==> src/rtl/mem_io_arb.sv <==
// Two-requester scheduler in front of the memory IO_CTRL request/response ports.
// Each requester has a private FIFO. One head is issued per cycle, chosen
// round-robin. The issued request is remembered as a tag for one cycle, so the
// single response stream can be steered back to the requester that owns it.
module mem_io_arb #(
  parameter int FIFO_DEPTH = 4,
  parameter int XLEN       = 32
) (
  input  logic            QClk,
  input  logic            RstQnnnH,
  input  logic            ArbEnQ501H,
  input  logic            Req0ValidQ500H,
  output logic            Req0ReadyQ500H,
  input  logic            Req0OpcodeQ500H,
  input  logic [XLEN-1:0] Req0AddressQ500H,
  input  logic [XLEN-1:0] Req0DataQ500H,
  input  logic            Req1ValidQ500H,
  output logic            Req1ReadyQ500H,
  input  logic            Req1OpcodeQ500H,
  input  logic [XLEN-1:0] Req1AddressQ500H,
  input  logic [XLEN-1:0] Req1DataQ500H,
  output logic            ReqValidQ501H,
  output logic            ReqOpcodeQ501H,
  output logic [XLEN-1:0] ReqAddressQ501H,
  output logic [XLEN-1:0] ReqDataQ501H,
  input  logic            RspValidQ502H,
  input  logic [XLEN-1:0] RspDataQ502H,
  output logic            Rsp0ValidQ503H,
  output logic            Rsp0OpcodeQ503H,
  output logic [XLEN-1:0] Rsp0AddressQ503H,
  output logic [XLEN-1:0] Rsp0DataQ503H,
  output logic            Rsp1ValidQ503H,
  output logic            Rsp1OpcodeQ503H,
  output logic [XLEN-1:0] Rsp1AddressQ503H,
  output logic [XLEN-1:0] Rsp1DataQ503H,
  output logic            ErrUnexpRspQ503H
);

  localparam int CW = $clog2(FIFO_DEPTH + 1);
  localparam int PW = $clog2(FIFO_DEPTH);
  localparam int EW = 1 + 2 * XLEN;  // {opcode, address, data}

  logic [1:0]    push_valid;
  logic [1:0]    push_ready;
  logic [1:0]    head_valid;
  logic [1:0]    grant;
  logic [EW-1:0] push_entry [2];
  logic [EW-1:0] head_entry [2];

  logic          last_grant_q;
  logic          issue_owner_q;
  logic          tag_valid_q;
  logic          tag_owner_q;
  logic          tag_opcode_q;
  logic [XLEN-1:0] tag_address_q;
  logic          first_cycle_q;
  logic          rsp_fire;

  assign push_valid     = {Req1ValidQ500H, Req0ValidQ500H};
  assign push_entry[0]  = {Req0OpcodeQ500H, Req0AddressQ500H, Req0DataQ500H};
  assign push_entry[1]  = {Req1OpcodeQ500H, Req1AddressQ500H, Req1DataQ500H};
  assign Req0ReadyQ500H = push_ready[0];
  assign Req1ReadyQ500H = push_ready[1];

  // Per-requester FIFO. Ready depends only on the registered count, so a full
  // FIFO refuses a push even in a cycle where its head is being popped.
  for (genvar gi = 0; gi < 2; gi++) begin : g_fifo
    logic [EW-1:0] mem_q [FIFO_DEPTH];
    logic [PW-1:0] wr_ptr_q;
    logic [PW-1:0] rd_ptr_q;
    logic [CW-1:0] count_q;
    logic [CW-1:0] count_d;
    logic          push;
    logic          pop;

    assign push_ready[gi] = (count_q != CW'(FIFO_DEPTH));
    assign push           = push_valid[gi] & push_ready[gi];
    assign pop            = grant[gi];
    assign head_valid[gi] = (count_q != '0);
    assign head_entry[gi] = mem_q[rd_ptr_q];

    // Next occupancy; a simultaneous push and pop leaves it unchanged.
    always_comb begin
      count_d = count_q;
      if (push && !pop) count_d = count_q + 1'b1;
      else if (!push && pop) count_d = count_q - 1'b1;
    end

    // Entry storage; contents need no reset because count gates visibility.
    always_ff @(posedge QClk) begin
      if (push) mem_q[wr_ptr_q] <= push_entry[gi];
    end

    // Pointers wrap naturally because the depth is a power of two.
    always_ff @(posedge QClk) begin
      if (!RstQnnnH) begin
        wr_ptr_q <= '0;
        rd_ptr_q <= '0;
        count_q  <= '0;
      end else begin
        if (push) wr_ptr_q <= wr_ptr_q + 1'b1;
        if (pop)  rd_ptr_q <= rd_ptr_q + 1'b1;
        count_q <= count_d;
      end
    end
  end

  // Round-robin grant: when both heads wait, the one not served last wins.
  always_comb begin
    grant = '0;
    if (ArbEnQ501H) begin
      if (head_valid[0] && head_valid[1]) grant = last_grant_q ? 2'b01 : 2'b10;
      else grant = head_valid;
    end
  end

  // Issue stage: register the granted head; fields hold when nothing issues.
  always_ff @(posedge QClk) begin
    if (!RstQnnnH) begin
      ReqValidQ501H   <= 1'b0;
      ReqOpcodeQ501H  <= 1'b0;
      ReqAddressQ501H <= '0;
      ReqDataQ501H    <= '0;
      issue_owner_q   <= 1'b0;
      last_grant_q    <= 1'b1;
    end else begin
      ReqValidQ501H <= |grant;
      if (|grant) begin
        {ReqOpcodeQ501H, ReqAddressQ501H, ReqDataQ501H} <= grant[1] ? head_entry[1] : head_entry[0];
        issue_owner_q <= grant[1];
        last_grant_q  <= grant[1];
      end
    end
  end

  // Tag of the request whose response is due this cycle.
  always_ff @(posedge QClk) begin
    if (!RstQnnnH) begin
      tag_valid_q   <= 1'b0;
      tag_owner_q   <= 1'b0;
      tag_opcode_q  <= 1'b0;
      tag_address_q <= '0;
    end else begin
      tag_valid_q   <= ReqValidQ501H;
      tag_owner_q   <= issue_owner_q;
      tag_opcode_q  <= ReqOpcodeQ501H;
      tag_address_q <= ReqAddressQ501H;
    end
  end

  assign rsp_fire = RspValidQ502H & tag_valid_q;

  // Response steering and sticky unexpected-response flag; the check is masked
  // in the first cycle after reset release.
  always_ff @(posedge QClk) begin
    if (!RstQnnnH) begin
      Rsp0ValidQ503H   <= 1'b0;
      Rsp0OpcodeQ503H  <= 1'b0;
      Rsp0AddressQ503H <= '0;
      Rsp0DataQ503H    <= '0;
      Rsp1ValidQ503H   <= 1'b0;
      Rsp1OpcodeQ503H  <= 1'b0;
      Rsp1AddressQ503H <= '0;
      Rsp1DataQ503H    <= '0;
      ErrUnexpRspQ503H <= 1'b0;
      first_cycle_q    <= 1'b1;
    end else begin
      first_cycle_q  <= 1'b0;
      Rsp0ValidQ503H <= rsp_fire & ~tag_owner_q;
      Rsp1ValidQ503H <= rsp_fire & tag_owner_q;
      if (rsp_fire && !tag_owner_q) begin
        Rsp0OpcodeQ503H  <= tag_opcode_q;
        Rsp0AddressQ503H <= tag_address_q;
        Rsp0DataQ503H    <= RspDataQ502H;
      end
      if (rsp_fire && tag_owner_q) begin
        Rsp1OpcodeQ503H  <= tag_opcode_q;
        Rsp1AddressQ503H <= tag_address_q;
        Rsp1DataQ503H    <= RspDataQ502H;
      end
      if (RspValidQ502H && !tag_valid_q && !first_cycle_q) ErrUnexpRspQ503H <= 1'b1;
    end
  end

endmodule

==> config.mk <==
export PLATFORM = sky130hd
export DESIGN_NAME = mem_io_arb
export DESIGN_NICKNAME = d
export VERILOG_FILES = /design/src/rtl/mem_io_arb.sv
export SDC_FILE = /design/constraint.sdc
export NUM_CORES = 1
export LEC_CHECK = 0
export CORE_ASPECT_RATIO = 1.1
export CORE_MARGIN = 2
export CORE_UTILIZATION = 55
export CTS_CLUSTER_DIAMETER = 150
export DETAILED_ROUTE_END_ITERATION = 10
export PLACE_DENSITY = 0.9
export SYNTH_ARGS = -nofsm -noshare
export SYNTH_HDL_FRONTEND = slang
export SYNTH_SLANG_ARGS = --single-unit
==> constraint.sdc <==
create_clock -name QClk -period 3.8 [get_ports QClk]
set_input_delay 0.76 -clock QClk [delete_from_list [all_inputs] [get_ports QClk]]
set_output_delay 0.76 -clock QClk [all_outputs]
set_load 0.03 [all_outputs]
==> flow_summary.json, run 1 <==
{
  "layout_min_cycle_time_ns": 2.66,
  "warnings": 32,
  "antenna_found_initial": 11,
  "ys_sh_simple_pct": 5.08,
  "synth_nets": 1900,
  "yosys-mux-area-fraction_pct": 13.0,
  "compound_area_share_pct": 4.94,
  "grt_pass1_wl_mm": 102,
  "die_x_um": 219,
  "ys_chip_area_um2": 27900,
  "drt_iter0_markers": 1404,
  "die_y_um": 240,
  "placed_area_um2": 32400,
  "p_switching_w": 0.00670,
  "htree_levels": 3,
  "root_buffer": "clkbuf_16",
  "place_hpwl_mm": 42.6,
  "gp_congestion": 0.809,
  "p_int_w": 0.0169,
  "min-delay-start": "tag_address_q[18]",
  "layout_top_cell": "edfxtp_1",
  "rsz0062_at_grt": "no",
  "fmaxAchievable_mhz": 376,
  "fin_util_pct": 69.4,
  "clk_pin_slew_worst_paths_ns": 0.06,
  "ys_warn_count": 0,
  "min_to": "Rsp0AddressQ503H[18]",
  "drc": 0,
  "lay_top_cells": "edfxtp_1 (520), clkdlybuf4s50_1 (367), nand2_1 (264)",
  "final_nets": 2270,
  "p_comb_share_pct": 22.6,
  "post-route-period-util_pct": 70.0,
  "p_leak_nw": 11.7,
  "finalHoldViolations": 0,
  "ys_sh_xor_pct": 0.314,
  "cp.required_ns": 3.04,
  "wl_per_cell_um": 24.6,
  "rr_worst_depth": 4,
  "ys_seq_share_pct": 74.3,
  "clock_power_share_pct": 31.1,
  "finClkSkew_ns": 0.0299,
  "synth_cell_types": 34,
  "maxCapViolations": 0,
  "drive_above_1_share_pct": 13.5,
  "finalSetupViolations": 0,
  "run_status": "complete, no violations"
}
run 1: metal layers:
layer | wire, µm | GRT usage [%]
met2 | 35200 | 45.6
met5 | 101 | 0
met1 | 25200 | 31.2
met3 | 5720 | 5.79
met4 | 2910 | 12.1
run 1: stage by stage:
step / hold WS, ns / setup slack, ns / power (W)
after floorplan: 0.430 / 0.637 / 0.0143
after global placement: 0.434 / 0.938 / 0.0161
after detailed placement: 0.444 / 0.882 / 0.0163
after CTS: 0.445 / 1.10 / 0.0237
after global routing: 0.457 / 1.05 / 0.0244
final: 0.451 / 1.14 / 0.0236
run 1: state kept, by name, summed over array words and instances, names as in the netlist, 4 cells and up, named ones only:
signal / flops
tag_address_q: 32
g_fifo.rd_ptr_q: 4
ReqDataQ501H: 32
Rsp1AddressQ503H: 32
g_fifo.mem_q: 520
g_fifo.count_q: 6
Rsp0DataQ503H: 32
Rsp0AddressQ503H: 32
ReqAddressQ501H: 32
Rsp1DataQ503H: 32
g_fifo.wr_ptr_q: 4
run 1: worst max path at each step:
stage	start	endpoint	slack (ns)	cells past startpoint
floorplan	Req1ValidQ500H	g_fifo[1].mem_q[1][0]	0.64	2
global placement	ArbEnQ501H	g_fifo[0].count_q[2]	0.94	9
detailed placement	ArbEnQ501H	g_fifo[0].count_q[2]	0.88	9
CTS	g_fifo[1].count_q[0]	Req1ReadyQ500H	1.10	3
global route	g_fifo[1].count_q[0]	Req1ReadyQ500H	1.05	3
finish	g_fifo[1].count_q[0]	Req1ReadyQ500H	1.14	3
run 1: synthesized netlist by cell type, drive strengths merged:
cell type    n  area [µm²]
mux4       130        2930
ha          10         125
or2          2        12.5
o31ai        1        7.51
o21ai       68         340
inv          7        26.3
xnor2        2        17.5
o211ai       1        7.51
nor3         1        5.00
nand2      265         997
buf         41         239
edfxtp     520       15600
a21oi      198         991
nand3        3        15.0
or3          2        12.5
and2        44         275
and3         1        6.26
nand2b       1        6.26
mux2i       69         691
xor2         8        70.1
fa           2        40.0
a21boi       2        15.0
nor3b        1        7.51
dfxtp      255        5100
clkbuf      63         236
o31a         2        17.5
nor2        21        78.8
run 1: final cells by class:
type / count / share of cell area (%)
multi-input cells: 834 / 19.3
clock inverters: 34 / 1.04
diodes: 5 / 0.0360
clock buffers: 98 / 5.91
flip-flops and latches: 775 / 59.6
repair buffers: 399 / 11.7
well taps: 660 / 2.37
inverters: 7 / 0.0827
run 1: power by group through the flow:
stage	combinational [W]	sequential [W]	clock [W]
4_1_cts	0.00535	0.0109	0.00743
2_1_floorplan	0.00313	0.0112	0
5_1_grt	0.00561	0.0110	0.00774
3_3_place_gp	0.00509	0.0110	0
6_report	0.00532	0.0109	0.00733
3_5_place_dp	0.00525	0.0111	0
run 1: worst max-delay path, stage by stage (launching register included):
cell	delay [ns]
dfxtp_1	0.45
nor2_1	0.10
nand2_1	0.07
clkdlybuf4s50_1	0.70
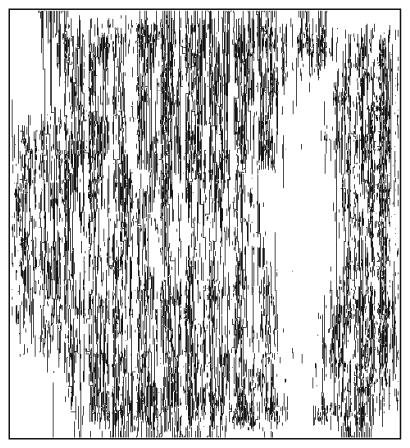
*Signal wires on met2, run 1*
nets with wire on the layer	2037
share of all routed wire	51%
main direction	vertical
routed via count: 16400
total detailed-routing wirelength: 69.1 mm
GR Util met2: 45.6%

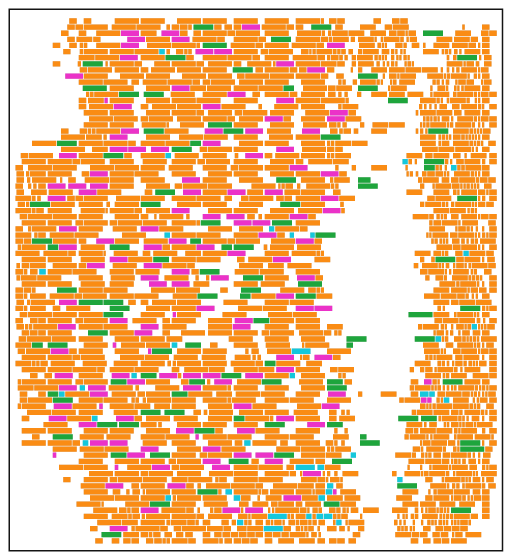
*Cells by drive strength, run 1*
colour	size	cells	share
magenta	x2	142	6.6%
cyan	x3 and x4	41	1.9%
orange	x1 and smaller	1857	86%
green	x6 and larger	107	5.0%
area delta synth->final: 24.7%
fin area: 34800 µm²
Non-clk bufs: 399

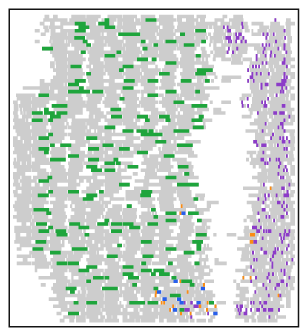
*Logic cells by family, run 1*
colour	family	cells	most used
green	mux cells	199	mux4_2
purple	nand cells	269	nand2_1
blue	xor and xnor cells	10	xor2_1
orange	nor cells	23	nor2_1

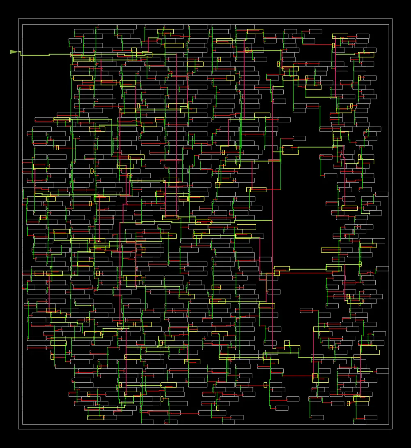
*Clock wiring as the flow saved it, run 1*
P_clk: 0.00733 W
Insertion Delay late pin: 0.61 ns
CTS sink count: 775

--- run 2 (diff from run 1) ---
--- a/config.mk
+++ b/config.mk
@@ -7,10 +7,10 @@
 export LEC_CHECK = 0
 export CORE_ASPECT_RATIO = 1.1
 export CORE_MARGIN = 2
-export CORE_UTILIZATION = 55
+export CORE_UTILIZATION = 49
 export CTS_CLUSTER_DIAMETER = 150
 export DETAILED_ROUTE_END_ITERATION = 10
-export PLACE_DENSITY = 0.9
+export PLACE_DENSITY = 0.85
 export SYNTH_ARGS = -nofsm -noshare
 export SYNTH_HDL_FRONTEND = slang
 export SYNTH_SLANG_ARGS = --single-unit
==> constraint.sdc (replaced) <==
create_clock -name QClk -period 2.3 [get_ports QClk]
set_input_delay 0.46 -clock QClk [delete_from_list [all_inputs] [get_ports QClk]]
set_output_delay 0.46 -clock QClk [all_outputs]
set_load 0.03 [all_outputs]
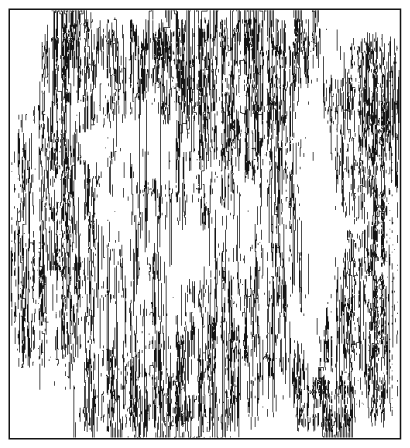
*Signal wires on met2, run 2*
nets with wire on the layer	2046
longest straight run	88.2 µm
share of all routed wire	51%

==> flow_summary.json, run 2 <==
{
  "wl_per_cell_um": 23.0,
  "cp.required_ns": 1.84,
  "ys_warn_count": 0,
  "wl_mm": 67.4,
  "fin_util_pct": 63.1,
  "die_x_um": 231,
  "run_status": "complete, no violations",
  "use_met3_pct": 6.22,
  "maxCapViolations": 0,
  "crit_family": "buffers and inverters",
  "yosysTopAreaCell": "edfxtp_1",
  "crit_chain": "clkdlybuf4s50_1",
  "top_register": "g_fifo.mem_q",
  "syn_to_final_growth_pct": 27.1,
  "lay_top_cells": "edfxtp_1 (520), clkdlybuf4s50_1 (360), nand2_1 (264)",
  "htree_levels": 3,
  "drt_iter0_markers": 1231,
  "synth_nets": 1900,
  "clk_pin_slew_worst_paths_ns": 0.06,
  "root_buffer": "clkbuf_16",
  "p_int_w": 0.0282,
  "clock_power_share_pct": 31.3,
  "die_y_um": 254,
  "largest_register_ffs": 520,
  "p_comb_share_pct": 23.7,
  "drc": 0,
  "cp_slowest_cell": "clkdlybuf4s50_1",
  "topCellsByArea": "edfxtp_1 (56%), dfxtp_1 (18%), mux4_2 (10%)",
  "rsz0062_at_grt": "no",
  "grt_pass1_wl_mm": 100,
  "gr-max-usage-layer": "met2",
  "finalHoldViolations": 0,
  "clk-insertion-delay-late_ns": 0.61,
  "clock-sinks": 775
}
## run 2: cell families after synthesis
kind of cell / count (synthesis) / share of synthesized area (%)
flops: 775 / 74.3
simple gates: 341 / 5.08
compound gates: 272 / 4.94
mux: 199 / 13.0
buf+inv: 111 / 1.80
fa+ha+maj: 12 / 0.592
xor+xnor: 10 / 0.314
## run 2: layer usage
| layer | vias up | share of wire, % |
|---|---|---|
| li1 | 7239 | - |
| met1 | 8162 | 38 |
| met2 | 658 | 51 |
| met3 | 144 | 8.1 |
| met4 | 20 | 2.9 |
| met5 | - | 0.20 |
## run 2: worst paths after layout
kind                        start                    to  slack [ns]  depth (start not counted)
max           ReqAddressQ501H[21]   ReqAddressQ501H[21]        0.05                          1
min reg2reg     tag_address_q[30]  Rsp0AddressQ503H[30]        0.45                          2
min                      RstQnnnH       ReqDataQ501H[7]        0.38                          3
max reg2reg  g_fifo[0].count_q[2]  g_fifo[0].count_q[2]        0.16                          8
## run 2: cell type report
cell class / count / area [µm²]
inverters: 7 / 28.8
repair buffers: 419 / 4510
clock buffers: 106 / 2150
diodes: 8 / 20.0
flip-flops and latches: 775 / 20700
multi-input cells: 834 / 6710
well taps: 744 / 931
fillers: 3869 / 20700
clock inverters: 35 / 354
## run 2: metrics by stage
| step | total power (W) | worst slack, ns | cell area (µm²) | hold WS, ns | instances |
|---|---|---|---|---|---|
| 2_1_floorplan | 0.0236 | 0.00585 | 27900 | 0.430 | 1720 |
| 3_3_place_gp | 0.0270 | -0.190 | 32900 | 0.437 | 2779 |
| 3_5_place_dp | 0.0273 | -0.181 | 32900 | 0.444 | 2779 |
| 4_1_cts | 0.0397 | 0.0140 | 35400 | 0.336 | 2920 |
| 5_1_grt | 0.0409 | 0.00533 | 35400 | 0.352 | 2924 |
| 6_report | 0.0393 | 0.0485 | 35400 | 0.376 | 2928 |
## run 2: power groups by stage
stage	logic, W	registers, W	clock network [W]
after global placement	0.00917	0.0178	0
after detailed placement	0.00938	0.0179	0
final	0.00931	0.0177	0.0123
after floorplan	0.00519	0.0185	0
after global routing	0.00994	0.0178	0.0131
after CTS	0.00945	0.0177	0.0126
--- run 3 (diff from run 2) ---
--- a/config.mk
+++ b/config.mk
@@ -7,10 +7,11 @@
 export LEC_CHECK = 0
 export CORE_ASPECT_RATIO = 1.1
 export CORE_MARGIN = 2
-export CORE_UTILIZATION = 49
+export CORE_UTILIZATION = 40
+export CTS_BUF_LIST = sky130_fd_sc_hd__clkbuf_16
 export CTS_CLUSTER_DIAMETER = 150
 export DETAILED_ROUTE_END_ITERATION = 10
-export PLACE_DENSITY = 0.85
+export PLACE_DENSITY = 0.73
 export SYNTH_ARGS = -nofsm -noshare
 export SYNTH_HDL_FRONTEND = slang
 export SYNTH_SLANG_ARGS = --single-unit
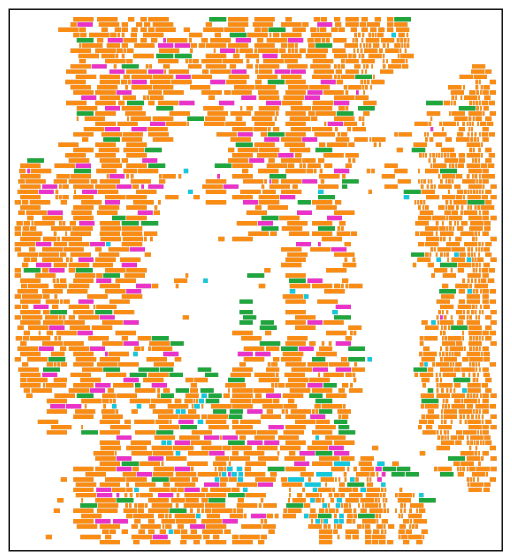
*Cells by drive strength, run 3*
colour	size	cells	share
magenta	x2	145	6.6%
orange	x1 and smaller	1871	85%
green	x6 and larger	123	5.6%
cyan	x3 and x4	62	2.8%
area delta synth->final: 28.1%
final worst slack: 0.0673 ns
Non-clk bufs: 438
fin area: 35700 µm²

==> flow_summary.json, run 3 <==
{
  "maxCapViolations": 0,
  "finalHoldViolations": 0,
  "drt_iter0_markers": 1253,
  "yosysTopAreaCell": "edfxtp_1",
  "vias": 16000,
  "crit_buf_inv": 1,
  "cpPeakStageDelay_ns": 0.75,
  "ys_seq_share_pct": 74.3,
  "finalSetupViolations": 0,
  "run_status": "complete, no violations",
  "fin_cells": 3130,
  "clk_pin_slew_worst_paths_ns": 0.06,
  "grt_pass1_wl_mm": 99.8,
  "root_buffer": "clkbuf_16",
  "common_cells": "edfxtp_1 (520), nand2_1 (264), dfxtp_1 (255), a21oi_1 (198), mux4_2 (130)",
  "p_int_w": 0.0279,
  "r2r_slack_ns": 0.14,
  "htree_levels": 3,
  "rsz0062_at_grt": "no",
  "post-route-period-util_pct": 97.1,
  "layout_top_cell": "edfxtp_1",
  "place_inst": 2981,
  "cp.required_ns": 1.84,
  "final_nets": 2316,
  "largest_register_ffs": 520,
  "edf_count": 520,
  "drc": 0,
  "clk-insertion-delay-late_ns": 0.61
}
[run 3: netlist changes by cell type in the layout (fill, tap and decap cells not counted), moves of 5 or more]
cell	previous run	this run
buf_4	16	38
clkbuf_1	17	0
clkinv_1	5	22
inv_1	7	21
clkbuf_8	9	0
diode_2	8	2
clkbuf_16	78	83
[run 3: worst paths after layout]
kind | start | endpoint | depth (start not counted)
setup / recovery | ReqAddressQ501H[1] | ReqAddressQ501H[1] | 1
hold reg to reg | tag_address_q[4] | Rsp1AddressQ503H[4] | 2
setup reg to reg | g_fifo[0].count_q[0] | g_fifo[0].count_q[2] | 8
hold / removal | RstQnnnH | tag_address_q[26] | 2
[run 3: power by group through the flow]
stage               logic [W]  registers (W)  clock network, W
finish                0.00921         0.0178            0.0120
global route          0.00984         0.0180            0.0128
detailed placement    0.00934         0.0181                 0
global placement      0.00917         0.0180                 0
CTS                   0.00936         0.0178            0.0123
floorplan             0.00519         0.0185                 0
[run 3: logic make-up after synthesis]
family                     share of synthesized area (%)
xor gates and xnor gates                           0.314
DFF                                                 74.3
muxes                                               13.0
adders and majority gates                          0.592
AOI/OAI and AO/OA                                   4.94
and+or+nand+nor                                     5.08
buffers and inverters                               1.80
[run 3: layout make-up]
| type | count | area (µm²) |
|---|---|---|
| timing repair buffer | 438 | 4620 |
| tap | 927 | 1160 |
| multi-input combinational | 834 | 6720 |
| fill | 5616 | 33300 |
| inverter | 7 | 28.8 |
| clock buffer | 83 | 2080 |
| antenna | 2 | 5.00 |
| clock inverter | 64 | 373 |
| sequential | 775 | 20700 |
[run 3: layer usage]
layer / part of all wire [%] / GRT usage, % / vias to the layer above
met5: 0.21 / 0 / -
met4: 2.0 / 5.74 / 20
met3: 6.7 / 4.69 / 98
met2: 52 / 33.0 / 506
met1: 39 / 21.7 / 8033
li1: - / - / 7299
[run 3: timing repair]
item / 4_1_cts / 5_1_grt
endpoints found under the setup margin: 7 / 4
pin swaps: 0 / 0
resized: 7 / 4
hold endpoints to repair: 0 / 0
[run 3: through the flow]
stage	setup slack [ns]	TNS, ns	instance area, µm²	total power (W)	util [%]
3_5_place_dp	-0.215	-1.59	33300	0.0274	48.2
2_1_floorplan	0.00585	0	27900	0.0236	-
4_1_cts	0.00211	0	35700	0.0395	51.7
6_report	0.0673	0	35700	0.0390	51.8
5_1_grt	0.00816	0	35700	0.0406	51.8
3_3_place_gp	-0.159	-0.628	33300	0.0272	48.2

==> screenshots <==
Cell classes on the final placement.
image #1
The bar under the picture is 100 µm long. Fill, decap, tap and diode cells in grey.
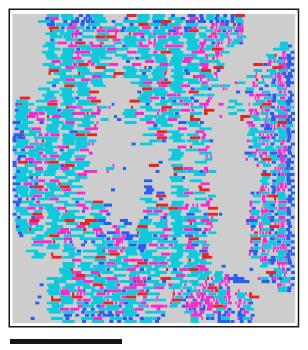
image #2
The bar under the picture is 50 µm long. Fill, decap, tap and diode cells in grey.
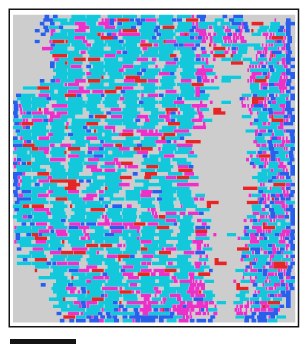
Of these, highest utilization: image #2
| picture | from |
|---|---|
| image #2 | run 1 |
| image #1 | run 3 |

Key to image #1:
colour	class	cells	share of their area
blue	remaining buffers and delay cells	438	13%
magenta	remaining logic cells	841	20%
red	clock drivers and dummy loads	147	7.1%
cyan	sequential cells	775	60%

No activity file was given, so power comes from the tool's default toggle rates.
